--- config.mk ---
export PLATFORM = sky130hd
export DESIGN_NAME = vec_mag_path_acc
export DESIGN_NICKNAME = d
export VERILOG_FILES = /design/src/rtl/vec_mag_pkg.sv /design/src/rtl/vec_mag_sat_add.sv /design/src/rtl/vec_mag_path_acc.sv
export SDC_FILE = /design/constraint.sdc
export NUM_CORES = 1
export LEC_CHECK = 0
export CAP_MARGIN = 10
export CORE_ASPECT_RATIO = 0.8
export CORE_MARGIN = 3
export CORE_UTILIZATION = 59
export DETAILED_ROUTE_END_ITERATION = 16
export GPL_TIMING_DRIVEN = 0
export PLACE_DENSITY = 0.89
export SETUP_SLACK_MARGIN = 0.3
export SKIP_LAST_GASP = 1
export SLEW_MARGIN = 10
export SYNTH_ARGS = -nofsm -noshare
export SYNTH_HDL_FRONTEND = slang
export SYNTH_SLANG_ARGS = --single-unit
export TNS_END_PERCENT = 30
--- constraint.sdc ---
create_clock -name aclk -period 7.9 [get_ports aclk]
set_input_delay 1.58 -clock aclk [delete_from_list [all_inputs] [get_ports aclk]]
set_output_delay 1.58 -clock aclk [all_outputs]
set_load 0.1 [all_outputs]
--- src/rtl/vec_mag_pkg.sv ---
// Shared definitions for the vec_mag path accumulator.
//   - default widths of the upstream core and of the result fields
//   - packed result layout {count, max, sum}, count in the MSBs
//   - tuser bit positions for the per-packet error flags
//   - accumulator FSM state encoding
package vec_mag_pkg;

  localparam int COORD_WIDTH_DEF = 8;
  localparam int AXIS_WIDTH      = 4 * COORD_WIDTH_DEF;
  localparam int MAG_WIDTH_DEF   = 16;
  localparam int SUM_WIDTH_DEF   = 32;
  localparam int CNT_WIDTH_DEF   = 16;

  typedef struct packed {
    logic [CNT_WIDTH_DEF-1:0] count;
    logic [MAG_WIDTH_DEF-1:0] max;
    logic [SUM_WIDTH_DEF-1:0] sum;
  } vec_mag_result_t;

  localparam int TUSER_SAT   = 0;
  localparam int TUSER_CLAMP = 1;

  typedef enum logic {
    IDLE  = 1'b0,
    ACCUM = 1'b1
  } vec_mag_state_e;

endpackage

--- src/rtl/vec_mag_sat_add.sv ---
// Combinational unsigned saturating adder.
// Ports:
//   a, b      in  WIDTH  operands
//   result    out WIDTH  a + b, clamped to all-ones on carry out
//   overflow  out 1      set when the true sum did not fit in WIDTH bits
module vec_mag_sat_add #(
  parameter int WIDTH = 16
) (
  input  logic [WIDTH-1:0] a,
  input  logic [WIDTH-1:0] b,
  output logic [WIDTH-1:0] result,
  output logic             overflow
);

  logic [WIDTH:0] raw;

  always_comb begin
    raw      = {1'b0, a} + {1'b0, b};
    overflow = raw[WIDTH];
    result   = raw[WIDTH] ? '1 : raw[WIDTH-1:0];
  end

endmodule

--- src/rtl/vec_mag_path_acc.sv ---
// Per-packet statistics over a tlast-delimited stream of magnitudes:
// saturating sum (path length), maximum magnitude and beat count. One
// result beat is produced per input packet.
//
// state | meaning
// ------+---------------------------------------------
// IDLE  | no beats of the current packet accumulated
// ACCUM | at least one non-last beat accumulated
//
// Ports:
//   aclk, aresetn   clock, synchronous active-low reset
//   s_axis_*        magnitude input stream (tdata 4*COORD_WIDTH bits)
//   m_axis_tdata    {count, max, sum}, count in the MSBs
//   m_axis_tuser    bit0 sum/count saturated, bit1 magnitude clamped
//   m_axis_tvalid   result valid; m_axis_tlast mirrors it
//   m_axis_tready   downstream accept
module vec_mag_path_acc
  import vec_mag_pkg::*;
#(
  parameter int COORD_WIDTH = COORD_WIDTH_DEF,
  parameter int MAG_WIDTH   = MAG_WIDTH_DEF,
  parameter int SUM_WIDTH   = SUM_WIDTH_DEF,
  parameter int CNT_WIDTH   = CNT_WIDTH_DEF
) (
  input  logic                                   aclk,
  input  logic                                   aresetn,
  input  logic [4*COORD_WIDTH-1:0]               s_axis_tdata,
  input  logic                                   s_axis_tvalid,
  input  logic                                   s_axis_tlast,
  output logic                                   s_axis_tready,
  output logic [CNT_WIDTH+MAG_WIDTH+SUM_WIDTH-1:0] m_axis_tdata,
  output logic [1:0]                             m_axis_tuser,
  output logic                                   m_axis_tvalid,
  output logic                                   m_axis_tlast,
  input  logic                                   m_axis_tready
);

  localparam int IN_WIDTH  = 4 * COORD_WIDTH;
  localparam int OUT_WIDTH = CNT_WIDTH + MAG_WIDTH + SUM_WIDTH;

  vec_mag_state_e         state_q, state_d;
  logic [SUM_WIDTH-1:0]   sum_q, sum_d;
  logic [MAG_WIDTH-1:0]   max_q, max_d;
  logic [CNT_WIDTH-1:0]   cnt_q, cnt_d;
  logic                   sat_q, sat_d;
  logic                   clamp_q, clamp_d;
  logic                   m_valid_q, m_valid_d;
  logic [OUT_WIDTH-1:0]   m_data_q, m_data_d;
  logic [1:0]             m_user_q, m_user_d;

  logic                   accept;
  logic                   clamp_hit;
  logic [MAG_WIDTH-1:0]   mag;
  logic [SUM_WIDTH-1:0]   mag_sum_op;
  logic                   mag_too_wide;
  logic [SUM_WIDTH-1:0]   sum_add;
  logic                   sum_add_ovf;
  logic                   sum_sat;
  logic [SUM_WIDTH-1:0]   sum_next;
  logic [CNT_WIDTH-1:0]   cnt_next;
  logic                   cnt_ovf;
  logic [MAG_WIDTH-1:0]   max_next;
  logic                   sat_next;
  logic                   clamp_next;

  // Any set bit above the magnitude field means the upstream value does
  // not fit; it is clamped to full scale and flagged.
  if (MAG_WIDTH < IN_WIDTH) begin : g_clamp
    assign clamp_hit = |s_axis_tdata[IN_WIDTH-1:MAG_WIDTH];
  end else begin : g_no_clamp
    assign clamp_hit = 1'b0;
  end

  assign mag = clamp_hit ? '1 : s_axis_tdata[MAG_WIDTH-1:0];

  // A sum narrower than a magnitude saturates as soon as the magnitude
  // alone exceeds the sum range.
  if (MAG_WIDTH > SUM_WIDTH) begin : g_sum_narrow
    assign mag_sum_op   = mag[SUM_WIDTH-1:0];
    assign mag_too_wide = |mag[MAG_WIDTH-1:SUM_WIDTH];
  end else begin : g_sum_wide
    assign mag_sum_op   = SUM_WIDTH'(mag);
    assign mag_too_wide = 1'b0;
  end

  vec_mag_sat_add #(.WIDTH(SUM_WIDTH)) u_sum_add (
    .a        (sum_q),
    .b        (mag_sum_op),
    .result   (sum_add),
    .overflow (sum_add_ovf)
  );

  vec_mag_sat_add #(.WIDTH(CNT_WIDTH)) u_cnt_add (
    .a        (cnt_q),
    .b        (CNT_WIDTH'(1)),
    .result   (cnt_next),
    .overflow (cnt_ovf)
  );

  assign sum_sat    = sum_add_ovf | mag_too_wide;
  assign sum_next   = sum_sat ? '1 : sum_add;
  assign max_next   = (mag > max_q) ? mag : max_q;
  assign sat_next   = sat_q | sum_sat | cnt_ovf;
  assign clamp_next = clamp_q | clamp_hit;

  // A pending result that drains this cycle frees the output register,
  // so a new tlast beat can be taken in the same edge.
  assign s_axis_tready = !m_valid_q || m_axis_tready;
  assign accept        = s_axis_tvalid && s_axis_tready;

  always_comb begin
    state_d   = state_q;
    sum_d     = sum_q;
    max_d     = max_q;
    cnt_d     = cnt_q;
    sat_d     = sat_q;
    clamp_d   = clamp_q;
    m_valid_d = m_valid_q;
    m_data_d  = m_data_q;
    m_user_d  = m_user_q;

    if (m_valid_q && m_axis_tready) begin
      m_valid_d = 1'b0;
    end

    case (state_q)
      IDLE:    if (accept && !s_axis_tlast) state_d = ACCUM;
      ACCUM:   if (accept && s_axis_tlast)  state_d = IDLE;
      default: state_d = IDLE;
    endcase

    if (accept) begin
      if (s_axis_tlast) begin
        m_valid_d             = 1'b1;
        m_data_d              = {cnt_next, max_next, sum_next};
        m_user_d[TUSER_SAT]   = sat_next;
        m_user_d[TUSER_CLAMP] = clamp_next;
        sum_d                 = '0;
        max_d                 = '0;
        cnt_d                 = '0;
        sat_d                 = 1'b0;
        clamp_d               = 1'b0;
      end else begin
        sum_d   = sum_next;
        max_d   = max_next;
        cnt_d   = cnt_next;
        sat_d   = sat_next;
        clamp_d = clamp_next;
      end
    end
  end

  always_ff @(posedge aclk) begin
    if (!aresetn) begin
      state_q   <= IDLE;
      sum_q     <= '0;
      max_q     <= '0;
      cnt_q     <= '0;
      sat_q     <= 1'b0;
      clamp_q   <= 1'b0;
      m_valid_q <= 1'b0;
      m_data_q  <= '0;
      m_user_q  <= '0;
    end else begin
      state_q   <= state_d;
      sum_q     <= sum_d;
      max_q     <= max_d;
      cnt_q     <= cnt_d;
      sat_q     <= sat_d;
      clamp_q   <= clamp_d;
      m_valid_q <= m_valid_d;
      m_data_q  <= m_data_d;
      m_user_q  <= m_user_d;
    end
  end

  assign m_axis_tvalid = m_valid_q;
  assign m_axis_tlast  = m_valid_q;
  assign m_axis_tdata  = m_data_q;
  assign m_axis_tuser  = m_user_q;

endmodule

==> impl_metrics.toml <==
# synthesis and place-and-route metrics
[outcome]
outcome = "finished clean"

[hold_path]
min_path_cells = 2
worstHoldStart = "m_axis_tuser[1]$_SDFFE_PN0P_"

[synthesis]
ys_cells = 852
synthCells = 852
synth_chip_area_um2 = 7120
simple_gate_area_share_pct = 20.5
area_leaders = "dfxtp_1 37%, nand2_1 6.2%, ha_1 5.5%, a21oi_1 3.7%, o21ai_0 3.6%"

[placement]
gp_congestion = 0.952
portBuffers = 104

[timing]
rsz0062_at_grt = "no"
slew_viol_final = 0
timing_hold_violations_final = 0

[worst_setup_path]
crit_end = "max_q[10]$_SDFFE_PN0P_"
rr_worst_depth = 10
crit_chain = "clkdlybuf4s50_1 > nor4_2 > nand4_2 > clkbuf_1 > buf_1 > nor2_1 > inv_1 > ha_1 > nand4_1 > nor4_1 > o21ai_0 > o21bai_2 > o22ai_4 > a21oi_2 > buf_2 > o22ai_2"

[cts]
tritoncts = "done"
cts.hold.buffers_added = 0
post_cts_buffers = 0

[global_routing]
busiest_layer = "met2"
antenna_found_initial = 0

[pwr]
clock_net_power_mw = 0.852

[run]
maxCapViolCount = 0

[detailed_routing]
drt_iter0_markers = 913
met2_length_um = 9720
ant_nets = 0

[die]
chipHeight_um = 104
-- stage by stage --
stage	worst slack, ns	cell area (µm²)	util, %	cells
3_3_place_gp	1.94	8340	71.6	1104
2_1_floorplan	3.24	7120	-	852
3_5_place_dp	1.80	8340	71.6	1104
5_1_grt	1.85	8970	77.0	1135
4_1_cts	2.18	8970	77.0	1135
6_report	2.09	8970	77.0	1135
-- final cells by class --
type                            instances  area [µm²]
Sequential cell                       133        2660
Inverter                               37         139
Clock buffer                           19         453
Multi-Input combinational cell        631        4100
Fill cell                             776        2680
Timing Repair Buffer                  104        1040
Buffer                                 51         218
Clock inverter                         12         178
Tap cell                              148         185
-- tightest hold or removal path, cell delays in order (launching register included) --
cell and delay, ns:
dfxtp_1 0.31, nand2_1 0.05, nand2_1 0.04
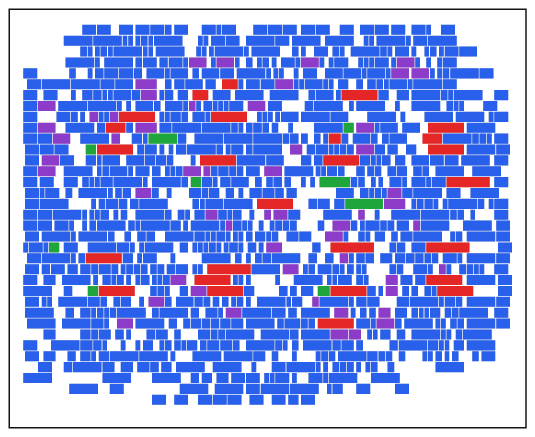
**Above:** drive-strength map.
Scale: 4 px per µm.
- purple: x2 (cells 54)
- red: x6 and larger (cells 26)
- green: x3 and x4 (cells 9)
- blue: x1 and smaller (cells 898)

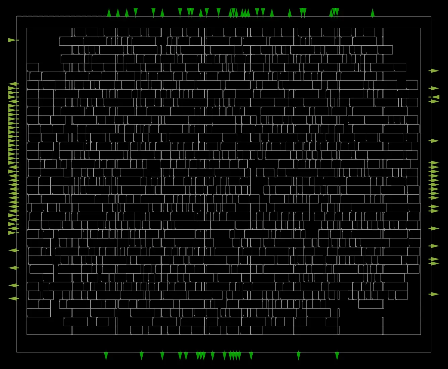
**Above:** placement view.
area of the core: 11600 µm²
Rows: 35

